### src/rtl/led_pkg.sv
// rtl/led_pkg.sv - color codes, rainbow order and index helpers for the LED sequencer
package led_pkg;

  localparam logic [2:0] C_WHITE   = 3'b000;
  localparam logic [2:0] C_MAGENTA = 3'b001;
  localparam logic [2:0] C_YELLOW  = 3'b010;
  localparam logic [2:0] C_RED     = 3'b011;
  localparam logic [2:0] C_CYAN    = 3'b100;
  localparam logic [2:0] C_BLUE    = 3'b101;
  localparam logic [2:0] C_GREEN   = 3'b110;
  localparam logic [2:0] C_OFF     = 3'b111;

  localparam int N_COLORS = 6;
  localparam int N_SHIFT  = 32;

  localparam logic [2:0] RAINBOW [N_COLORS] =
    '{C_RED, C_YELLOW, C_GREEN, C_CYAN, C_BLUE, C_MAGENTA};

  function automatic logic [2:0] next_idx(input logic [2:0] idx, input logic rev);
    if (rev)
      return (idx == 3'd0) ? 3'd5 : idx - 3'd1;
    else
      return (idx == 3'd5) ? 3'd0 : idx + 3'd1;
  endfunction

  // Out-of-range indices map to dark rather than indexing past the table.
  function automatic logic [2:0] rainbow_color(input logic [2:0] idx);
    case (idx)
      3'd0:    return RAINBOW[0];
      3'd1:    return RAINBOW[1];
      3'd2:    return RAINBOW[2];
      3'd3:    return RAINBOW[3];
      3'd4:    return RAINBOW[4];
      3'd5:    return RAINBOW[5];
      default: return C_OFF;
    endcase
  endfunction

endpackage

### src/rtl/led_pwm.sv
// rtl/led_pwm.sv - free-running PWM counter blending current and target color into registered led
module led_pwm
  import led_pkg::*;
(
  input  logic       clk,
  input  logic       rst,
  input  logic       en,
  input  logic [2:0] cur,
  input  logic [2:0] tgt,
  input  logic [4:0] shift_cnt,
  output logic [2:0] led
);

  logic [4:0] pwm_cnt;

  always_ff @(posedge clk) begin
    if (rst) begin
      pwm_cnt <= '0;
      led     <= C_OFF;
    end else begin
      if (en)
        pwm_cnt <= pwm_cnt + 5'd1;
      if (!en)
        led <= C_OFF;
      else if (pwm_cnt < shift_cnt)
        led <= tgt;
      else
        led <= cur;
    end
  end

endmodule

### src/rtl/led_color_sequencer.sv
// rtl/led_color_sequencer.sv - rainbow fade sequencer: run/pause FSM, prescaler, shift and color index
module led_color_sequencer
  import led_pkg::*;
#(
  parameter int CLK_HZ  = 24_000_000,
  parameter int CYCLE_S = 6
) (
  input  logic       clk,
  input  logic       rst,
  input  logic       run,
  input  logic       step,
  input  logic       dir,
  output logic [2:0] led,
  output logic [2:0] color_idx,
  output logic       cycle_done
);

  localparam int SHIFT_TICKS = CLK_HZ * CYCLE_S / (6 * 32);
  localparam int PW = (SHIFT_TICKS > 1) ? $clog2(SHIFT_TICKS) : 1;
  localparam logic [PW-1:0] PRE_LAST = PW'(SHIFT_TICKS - 1);

  localparam logic [1:0] ST_OFF   = 2'd0;
  localparam logic [1:0] ST_RUN   = 2'd1;
  localparam logic [1:0] ST_PAUSE = 2'd2;

  logic [1:0]    state, state_n;
  logic [PW-1:0] prescaler, prescaler_n;
  logic [4:0]    shift_cnt;
  logic          dir_q;
  logic          adv;
  logic          wrap;

  always_comb begin
    state_n     = state;
    prescaler_n = prescaler;
    adv         = 1'b0;
    case (state)
      ST_OFF: begin
        if (run) begin
          state_n = ST_RUN;
        end else if (step) begin
          state_n = ST_PAUSE;
          adv     = 1'b1;
        end
      end
      ST_RUN: begin
        if (!run) begin
          state_n = ST_PAUSE;
        end else if (prescaler == PRE_LAST) begin
          prescaler_n = '0;
          adv         = 1'b1;
        end else begin
          prescaler_n = prescaler + PW'(1);
        end
      end
      ST_PAUSE: begin
        // run has priority: a coincident step is dropped
        if (run) begin
          state_n = ST_RUN;
        end else if (step) begin
          prescaler_n = '0;
          adv         = 1'b1;
        end
      end
      default: state_n = ST_OFF;
    endcase
  end

  assign wrap = adv && (shift_cnt == 5'(N_SHIFT - 1));

  // dir is only taken at a color boundary so a reversal never jumps mid-fade.
  always_ff @(posedge clk) begin
    if (rst) begin
      state      <= ST_OFF;
      prescaler  <= '0;
      shift_cnt  <= '0;
      color_idx  <= '0;
      dir_q      <= 1'b0;
      cycle_done <= 1'b0;
    end else begin
      state      <= state_n;
      prescaler  <= prescaler_n;
      cycle_done <= 1'b0;
      if (state == ST_OFF && state_n != ST_OFF)
        dir_q <= dir;
      if (adv)
        shift_cnt <= shift_cnt + 5'd1;
      if (wrap) begin
        color_idx  <= next_idx(color_idx, dir_q);
        dir_q      <= dir;
        cycle_done <= dir_q ? (color_idx == 3'd0) : (color_idx == 3'd5);
      end
    end
  end

  led_pwm u_pwm (
    .clk       (clk),
    .rst       (rst),
    .en        (state != ST_OFF),
    .cur       (rainbow_color(color_idx)),
    .tgt       (rainbow_color(next_idx(color_idx, dir_q))),
    .shift_cnt (shift_cnt),
    .led       (led)
  );

endmodule

### config.mk
export PLATFORM = sky130hd
export DESIGN_NAME = led_color_sequencer
export DESIGN_NICKNAME = d
export VERILOG_FILES = /design/src/rtl/led_pkg.sv /design/src/rtl/led_pwm.sv /design/src/rtl/led_color_sequencer.sv
export SDC_FILE = /design/constraint.sdc
export NUM_CORES = 1
export LEC_CHECK = 0
export CAP_MARGIN = 20
export CORE_UTILIZATION = 45
export CTS_CLUSTER_DIAMETER = 60
export CTS_CLUSTER_SIZE = 25
export DETAILED_ROUTE_END_ITERATION = 12
export HOLD_SLACK_MARGIN = 0.03
export MAX_ROUTING_LAYER = met4
export PLACE_DENSITY_LB_ADDON = 0.1
export REMOVE_ABC_BUFFERS = 1
export SLEW_MARGIN = 20
export SYNTH_ARGS = -nofsm -noshare
export SYNTH_HDL_FRONTEND = slang
export SYNTH_HIERARCHICAL = 1
export SYNTH_SLANG_ARGS = --single-unit
### constraint.sdc
create_clock -name clk -period 2.4 [get_ports clk]
set_input_delay 0.6 -clock clk [delete_from_list [all_inputs] [get_ports clk]]
set_output_delay 0.6 -clock clk [all_outputs]
set_load 0.005 [all_outputs]
**Routed clock nets over the placement**

The bar under the picture is 20 um long.
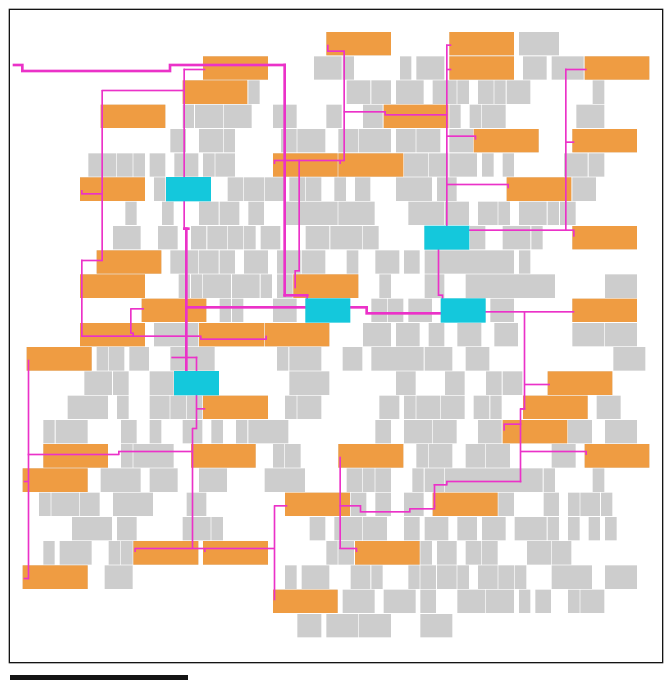
- orange: flip-flops (count 40)
- cyan: cells driving clock nets (count 5)
- magenta: clock wires (length 512 um)
- routed clock nets: 6
- flops lie: all over the die

**Cells coloured by class**

Fill, decap, tap and diode cells in grey.
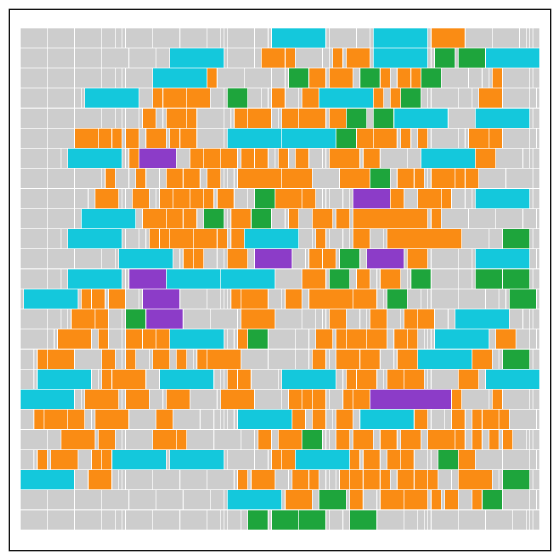
- cyan: flip-flops (cells 40)
- purple: clock drivers and dummy loads (cells 8)
- green: other buffers and delay cells (cells 34)
- orange: all other logic (cells 224)

**Metal layers overlaid**

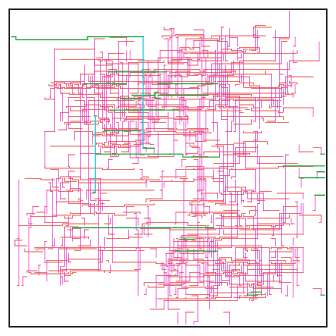
- magenta: met2 (wire length 2030 um)
- red: met1 (wire length 2650 um)
- cyan: met4 (wire length 43.5 um)
- green: met3 (wire length 220 um)

==> results_dict.tcl <==
# flow metrics
set metrics [dict create \
    num_antenna_cells 0 \
    warnings 25 \
    ys_ff 40 \
    vias 2068 \
    inverters 15 \
    criticalPathCategory "input pin to register" \
    top_area_share_pct 35.2 \
    synthFlopType "dfxtp_1" \
    comb_share_pct 50.5 \
    area_leaders "dfxtp_1 35%, nor2_1 5.9%, xor2_1 5.0%" \
    holdPathEnd "prescaler[19]$_SDFFE_PP0P_" \
    die_area_mm2 0.00535 \
    period_used_pct 91.5 \
    synth_chip_area_mm2 0.00228 \
    buffers 34 \
    most_common_cell "dfxtp_1" \
    aoi_share_pct 18.2 \
    clk_latency_ns 0.29 \
    ys_types 51 \
    hp-start "prescaler[19]$_SDFFE_PP0P_" \
    syn_area_mm2 0.00228 \
    crit_end "prescaler[19]$_SDFFE_PP0P_" \
    async_flop_share_pct 0 \
    fin_cells 373 \
    drt_iter0_drc 203 \
    final_util_pct 57.0 \
    cp-start-kind "input pin" \
    detail_route.first_pass.iterations 4 \
    ir_worst_vdd_uv 343 \
    grtUsageTotal_pct 21.4 \
    path_cells "clkdlybuf4s50_1 > nand4bb_4 > a2111oi_4 > nand2_2 > or4_1 > a21oi_1" \
    logic_gate_count 209 \
    holdBufCountCts 0 \
    biggestCellCategory "multi-input combinational cells" \
    clk_pin_slew_ns 0.09 \
    hpwl_um 3700 \
    worst_path_max_delay_cell "or4_1" \
    cts_setup_buffers 0 \
    rr_worst_depth 5 \
    cts_buffer_depth 2 \
    drc_errors 0 \
    final-nonclk-buf-share_pct 10.4 \
    status "completed" \
    finalWirelength_um 4950 \
    seq_share_pct 29.3 \
    fin_crit_ns 2.20 \
    synthMuxAreaShare_pct 2.20 \
]
**Placement view**

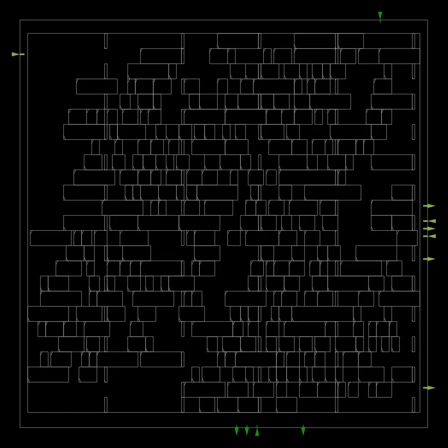
# rows: 25
FILL cells: 460
Flops: 40
# Taps: 67
core area: 0.00479 mm^2

**I/O pins on the die edge**

Pins as bars across the die edge, other pins in grey.
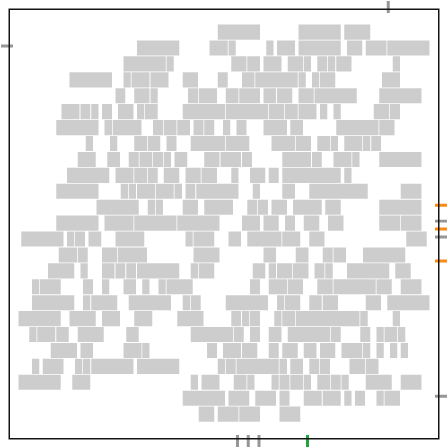
- green: cycle_done (pins 1; direction output; edge south)
- orange: led (pins 3; direction output; edge east)

[state kept, by name (all words and copies together) (netlist names)]
signal,count
color_idx,3
cycle_done,1
dir_q,1
prescaler,20
shift_cnt,5
state,2
u_pwm/led,3
u_pwm/pwm_cnt,5
[routing by layer]
metal	track usage, %	up-vias	wire, um
li1	-	1053	-
met3	3.73	5	220
met2	28.6	40	2030
met5	-	-	0
met1	32.6	970	2650
met4	5.23	0	43
[placed cells by master, fill, tap and decap left out, types with 3 or more instances in the layout]
cell type / instances
nand2_1: 16
nand3_1: 9
nor2_1: 36
o21ai_0: 9
o211ai_1: 6
dfxtp_1: 40
clkdlybuf4s50_1: 11
and3_1: 3
xor2_1: 13
or3_1: 4
a211oi_1: 3
nor2b_1: 3
ha_1: 9
a21oi_1: 21
inv_1: 14
a311oi_1: 3
a31oi_1: 4
clkbuf_8: 7
buf_4: 23
xnor2_1: 6
nand4_1: 15
or4_1: 3
mux2i_1: 5
and2_1: 3
nor3_1: 8
[power by group]
part | switching (mW) | internal [mW] | total (mW) | leakage [nW]
combinational | 0.0704 | 0.0682 | 0.139 | 0.599
clock | 0.232 | 0.367 | 0.600 | 0.0645
sequential | 0.0148 | 0.678 | 0.692 | 0.324
total | 0.318 | 1.11 | 1.43 | 0.987
[metrics by stage]
step	hold slack, ns	power [mW]	setup slack [ns]	instance area (um^2)
finish	0.489	1.43	0.203	2730
global route	0.516	1.50	0.129	2730
CTS	0.491	1.46	0.201	2730
detailed placement	0.479	0.846	-0.101	2600
global placement	0.471	0.844	-0.0800	2600
floorplan	0.452	0.782	0.357	2240
[kinds of logic after synthesis]
kind of cell / count (synthesis)
buffers and inverters: 25
AOI/OAI and AO/OA: 60
adders and majority gates: 9
and+or+nand+nor: 116
xor gates and xnor gates: 19
muxes: 5
DFF: 40
No activity file was given, so power comes from the tool's default toggle rates.
